==> config.mk <==
export PLATFORM = sky130hd
export DESIGN_NAME = seq_det_ctrl
export DESIGN_NICKNAME = d
export VERILOG_FILES = /design/src/rtl/seq_det_ctrl.sv
export SDC_FILE = /design/constraint.sdc
export NUM_CORES = 1
export LEC_CHECK = 0
export CAP_MARGIN = 40
export CORE_MARGIN = 3
export CORE_UTILIZATION = 45
export DETAILED_ROUTE_END_ITERATION = 12
export GPL_ROUTABILITY_DRIVEN = 0
export MAX_ROUTING_LAYER = met4
export PLACE_DENSITY = 0.76
export SLEW_MARGIN = 20
export SYNTH_ARGS = -nofsm -noshare
export SYNTH_HDL_FRONTEND = slang
export SYNTH_SLANG_ARGS = --single-unit
==> constraint.sdc <==
create_clock -name clk -period 2.4 [get_ports clk]
set_clock_uncertainty 0.2 [all_clocks]
set_input_delay 0.48 -clock clk [delete_from_list [all_inputs] [get_ports clk]]
set_output_delay 0.48 -clock clk [all_outputs]
set_load 0.01 [all_outputs]
==> src/rtl/seq_det_ctrl.sv <==
// Overlapping serial sequence detector with a programmable PAT_W-bit pattern and
// a window controller that counts matches and records the first match index.
module seq_det_ctrl #(
  parameter int unsigned PAT_W = 4,
  parameter int unsigned LEN_W = 8,
  parameter int unsigned CNT_W = 8
) (
  input  logic             clk,
  input  logic             rst,
  input  logic             cfg_we,
  input  logic [PAT_W-1:0] cfg_pattern,
  input  logic [LEN_W-1:0] cfg_len,
  input  logic             start,
  input  logic             abort,
  input  logic             din,
  input  logic             din_valid,
  output logic             busy,
  output logic             done,
  output logic             match,
  output logic [CNT_W-1:0] match_cnt,
  output logic [LEN_W-1:0] first_idx,
  output logic             first_vld,
  output logic             overflow
);

  localparam int unsigned FILL_W = $clog2(PAT_W);
  localparam logic [FILL_W-1:0] FILL_MAX = FILL_W'(PAT_W - 1);

  typedef enum logic [1:0] {
    S_IDLE = 2'd0,
    S_RUN  = 2'd1,
    S_DONE = 2'd2
  } state_t;

  state_t             r_state;
  state_t             w_next_state;
  logic               w_done_set;

  logic [PAT_W-1:0]   r_pattern;
  logic [LEN_W-1:0]   r_len;
  logic [PAT_W-2:0]   r_hist;
  logic [FILL_W-1:0]  r_fill;
  logic [LEN_W-1:0]   r_bit_idx;
  logic [CNT_W-1:0]   r_cnt;
  logic [LEN_W-1:0]   r_first_idx;
  logic               r_first_vld;
  logic               r_ovf;
  logic               r_done;

  logic               w_not_run;
  logic               w_start;
  logic               w_cfg;
  logic [LEN_W-1:0]   w_eff_len;
  logic               w_consume;
  logic               w_last;
  logic [PAT_W-1:0]   w_window;
  logic               w_match;

  // A simultaneous cfg_we/start applies the new config to the window being started.
  assign w_not_run = (r_state != S_RUN);
  assign w_start   = start & w_not_run;
  assign w_cfg     = cfg_we & w_not_run;
  assign w_eff_len = w_cfg ? cfg_len : r_len;
  assign w_consume = (r_state == S_RUN) & din_valid & ~abort;
  assign w_window  = {r_hist, din};
  assign w_last    = (r_bit_idx == (r_len - LEN_W'(1)));
  assign w_match   = w_consume & (r_fill == FILL_MAX) & (w_window == r_pattern);

  always_ff @(posedge clk or posedge rst) begin
    if (rst) r_state <= S_IDLE;
    else     r_state <= w_next_state;
  end

  always_comb begin
    w_next_state = r_state;
    w_done_set   = 1'b0;
    case (r_state)
      S_IDLE, S_DONE: begin
        if (start) begin
          if (w_eff_len != '0) begin
            w_next_state = S_RUN;
          end else begin
            w_next_state = S_DONE;
            w_done_set   = 1'b1;
          end
        end
      end
      S_RUN: begin
        if (abort) begin
          w_next_state = S_IDLE;
        end else if (w_consume && w_last) begin
          w_next_state = S_DONE;
          w_done_set   = 1'b1;
        end
      end
      default: w_next_state = S_IDLE;
    endcase
  end

  // Window datapath: config, history, fill, index and result registers.
  always_ff @(posedge clk or posedge rst) begin
    if (rst) begin
      r_pattern   <= '0;
      r_len       <= '0;
      r_hist      <= '0;
      r_fill      <= '0;
      r_bit_idx   <= '0;
      r_cnt       <= '0;
      r_first_idx <= '0;
      r_first_vld <= 1'b0;
      r_ovf       <= 1'b0;
      r_done      <= 1'b0;
    end else begin
      r_done <= w_done_set;
      if (w_cfg) begin
        r_pattern <= cfg_pattern;
        r_len     <= cfg_len;
      end
      if (w_start) begin
        r_hist      <= '0;
        r_fill      <= '0;
        r_bit_idx   <= '0;
        r_cnt       <= '0;
        r_first_idx <= '0;
        r_first_vld <= 1'b0;
        r_ovf       <= 1'b0;
      end else if (w_consume) begin
        r_hist    <= w_window[PAT_W-2:0];
        r_bit_idx <= r_bit_idx + LEN_W'(1);
        if (r_fill < FILL_MAX) r_fill <= r_fill + FILL_W'(1);
        if (w_match) begin
          if (&r_cnt) r_ovf <= 1'b1;
          else        r_cnt <= r_cnt + CNT_W'(1);
          if (!r_first_vld) begin
            r_first_idx <= r_bit_idx;
            r_first_vld <= 1'b1;
          end
        end
      end
    end
  end

  assign busy      = (r_state == S_RUN);
  assign done      = r_done;
  assign match     = w_match;
  assign match_cnt = r_cnt;
  assign first_idx = r_first_idx;
  assign first_vld = r_first_vld;
  assign overflow  = r_ovf;

endmodule

Figure 1. Metal 1.
Cells faint in the background.
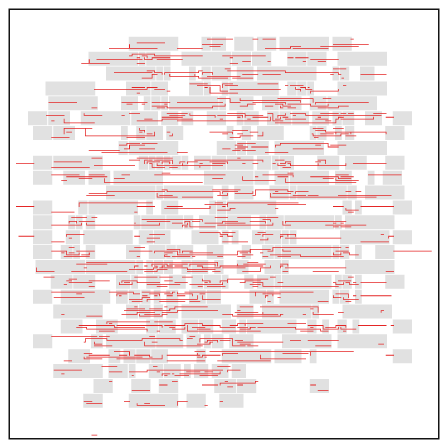
nets with wire on the layer: 276
wire length on this layer: 2250 um
DRT Wirelength: 4740 um
M1 GR Usage: 21.7%

Figure 2. Metal 2.
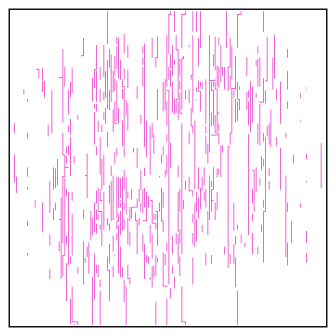
share of all routed wire: 47%
wire length on this layer: 2230 um
longest straight run: 47.9 um
nets with wire on the layer: 260
main direction: vertical
Vias: 1880
met2 usage: 27.7%

Figure 3. Metal 3.
Cells faint in the background.
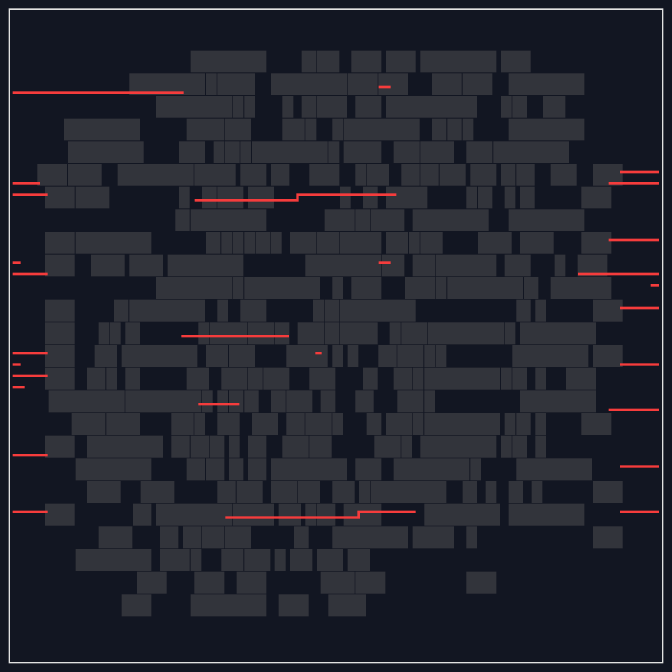
share of all routed wire: 3.5%
main direction: horizontal
longest straight run: 20.2 um

==> reports/qor.csv <==
stage,metric,value,unit
status,status,"finished, final reports clean",
synthesis,biggest area cells,"dfrtp_1 49%, xnor2_1 5.2%, nand2_1 5.1%",
worst_setup_path,worst-case reg-to-reg path depth,5,
worst_setup_path,Worst path max stage delay,0.53,ns
synthesis,Syn Inst Count,240,
cts,"Clk pin slew, worst setup/hold paths",0.08,ns
cts,Latency at later pin,0.30,ns
synthesis,most common cell in the netlist,dfrtp_1,
timing,WHS,0.275,ns
cts,CTS tree,built,
synthesis,mapped cell area,2350,um2
timing,f_max,430,MHz
power,Comb group,368,uW
synthesis,YS chip area,2350,um2
drt,first drt pass iteration count,4,
floorplan,Site Rows,25,
timing,post-layout period usage,96.8,%
floorplan,Die Span X,78.3,um
hold_path,HP Start,din,
worst_setup_path,worst-path fanout max,6,
layout,ant diodes,0,
power,Power Dens Cells,611,nW/um2
floorplan,core area,4880,um2
timing,# setup viols final,0,
synthesis,syn avg cell area,9.79,um2
grt,number of antenna violations at the first check in global routing,0,
cts,clk sink count,46,
worst_setup_path,Crit-path slowest cell,clkdlybuf4s50_1,
synthesis,Yosys cell types,41,
floorplan,Starting Density,48.2,%
layout,layout cells sized above 1,15.1,%
place,pre-CTS setup slack,-0.431,ns
timing,Slew Limit Fails,0,
synthesis,Post-Syn Nets,263,
synthesis,cell taking the most area after synthesis,dfrtp_1,
place,dpl cells,349,
power,Pint,1340,uW
layout,dominant logic cell types in the final layout,"46 x dfrtp_1, 36 x clkdlybuf4s50_1, 32 x nand2_1",
worst_setup_path,Worst Setup SP,r_state[0],
Figure 4. Routing congestion map.
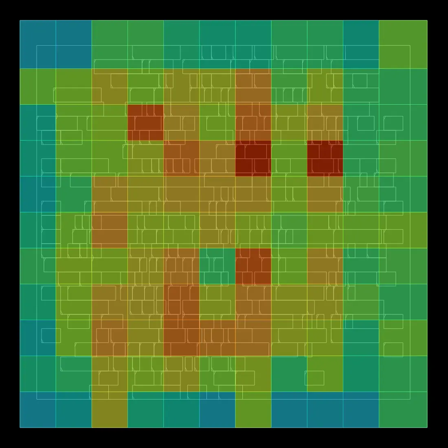
busiest grt layer: met2
Tot GR Track Use: 17.4%
Core Util, Final: 62.5%

Figure 5. Where the registers sit.
The bar under the picture is 20 um long. Other sequential cells in the stronger gray, the rest of the logic in the fainter gray.
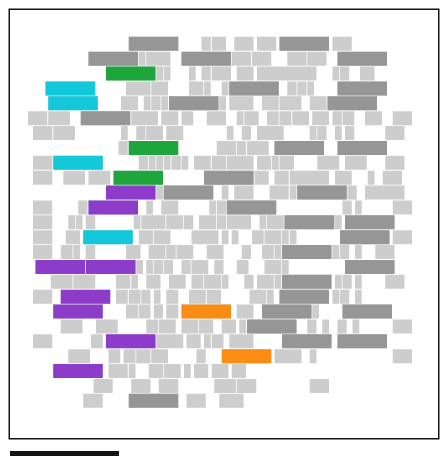
[purple] r_len | placed flops: 8
[green] r_hist | placed flops: 3
[cyan] r_pattern | placed flops: 4
[orange] r_state | placed flops: 2
seq pwr: 919 uW
Seq/total area: 37.8%
Register Area: 1150 um2

==> metrics by stage <==
step / utilization (%) / cell area, um2 / TNS [ns]
floorplan: - / 2350 / 0
global placement: 59.5 / 2900 / -1.24
detailed placement: 59.5 / 2900 / -1.50
CTS: 62.2 / 3040 / 0
global route: 62.5 / 3050 / 0
finish: 62.5 / 3050 / 0
==> final cells by class <==
| cell class | instances | area [um2] |
|---|---|---|
| inverter | 8 | 30.0 |
| fill | 438 | 1830 |
| tap | 67 | 83.8 |
| sequential | 46 | 1150 |
| clock inverter | 2 | 37.5 |
| multi-input combinational | 176 | 1150 |
| clock buffer | 6 | 72.6 |
| timing repair buffer | 54 | 528 |
==> repair_timing <==
item	CTS	global route
pin swaps	5	4
cloned	0	0
gates resized	7	5
setup buffers	2	0
setup endpoints to repair	3	3
hold endpoints to repair	0	0
==> registers in the layout, summed over array words and instances (netlist names) <==
register and flops:
first_idx 8, overflow 1, match_cnt 8, r_hist 3, first_vld 1, r_bit_idx 8, r_state 2, r_pattern 4
r_len 8, r_fill 2, done 1
==> worst min-delay path, stage by stage <==
cell            delay [ns]
dlymetal6s2s_1        0.14
nand2_1               0.06
a21oi_1               0.06
==> kinds of logic (layout without fill, tap and decap cells) <==
family | after synthesis | count (layout) | share of synthesized area (%)
AND-OR/OR-AND | 37 | 37 | 9.43
XOR/XNOR | 22 | 22 | 8.20
adder cells (fa/ha/maj) | 4 | 4 | 2.13
buffers and inverters | 18 | 70 | 3.19
flip-flops | 46 | 46 | 49.0
multiplexers | 12 | 12 | 5.59
AND/OR/NAND/NOR | 101 | 101 | 22.5
==> metal layers <==
layer  GRT usage [%]  routed length (um)  vias to the layer above
li1                -                   -                      948
met1            21.7                2250                      895
met2            27.7                2230                       30
met3            3.90                 166                        7
met4            6.64                  89                        0
met5               -                   0                        -
No activity file was given, so power comes from the tool's default toggle rates.
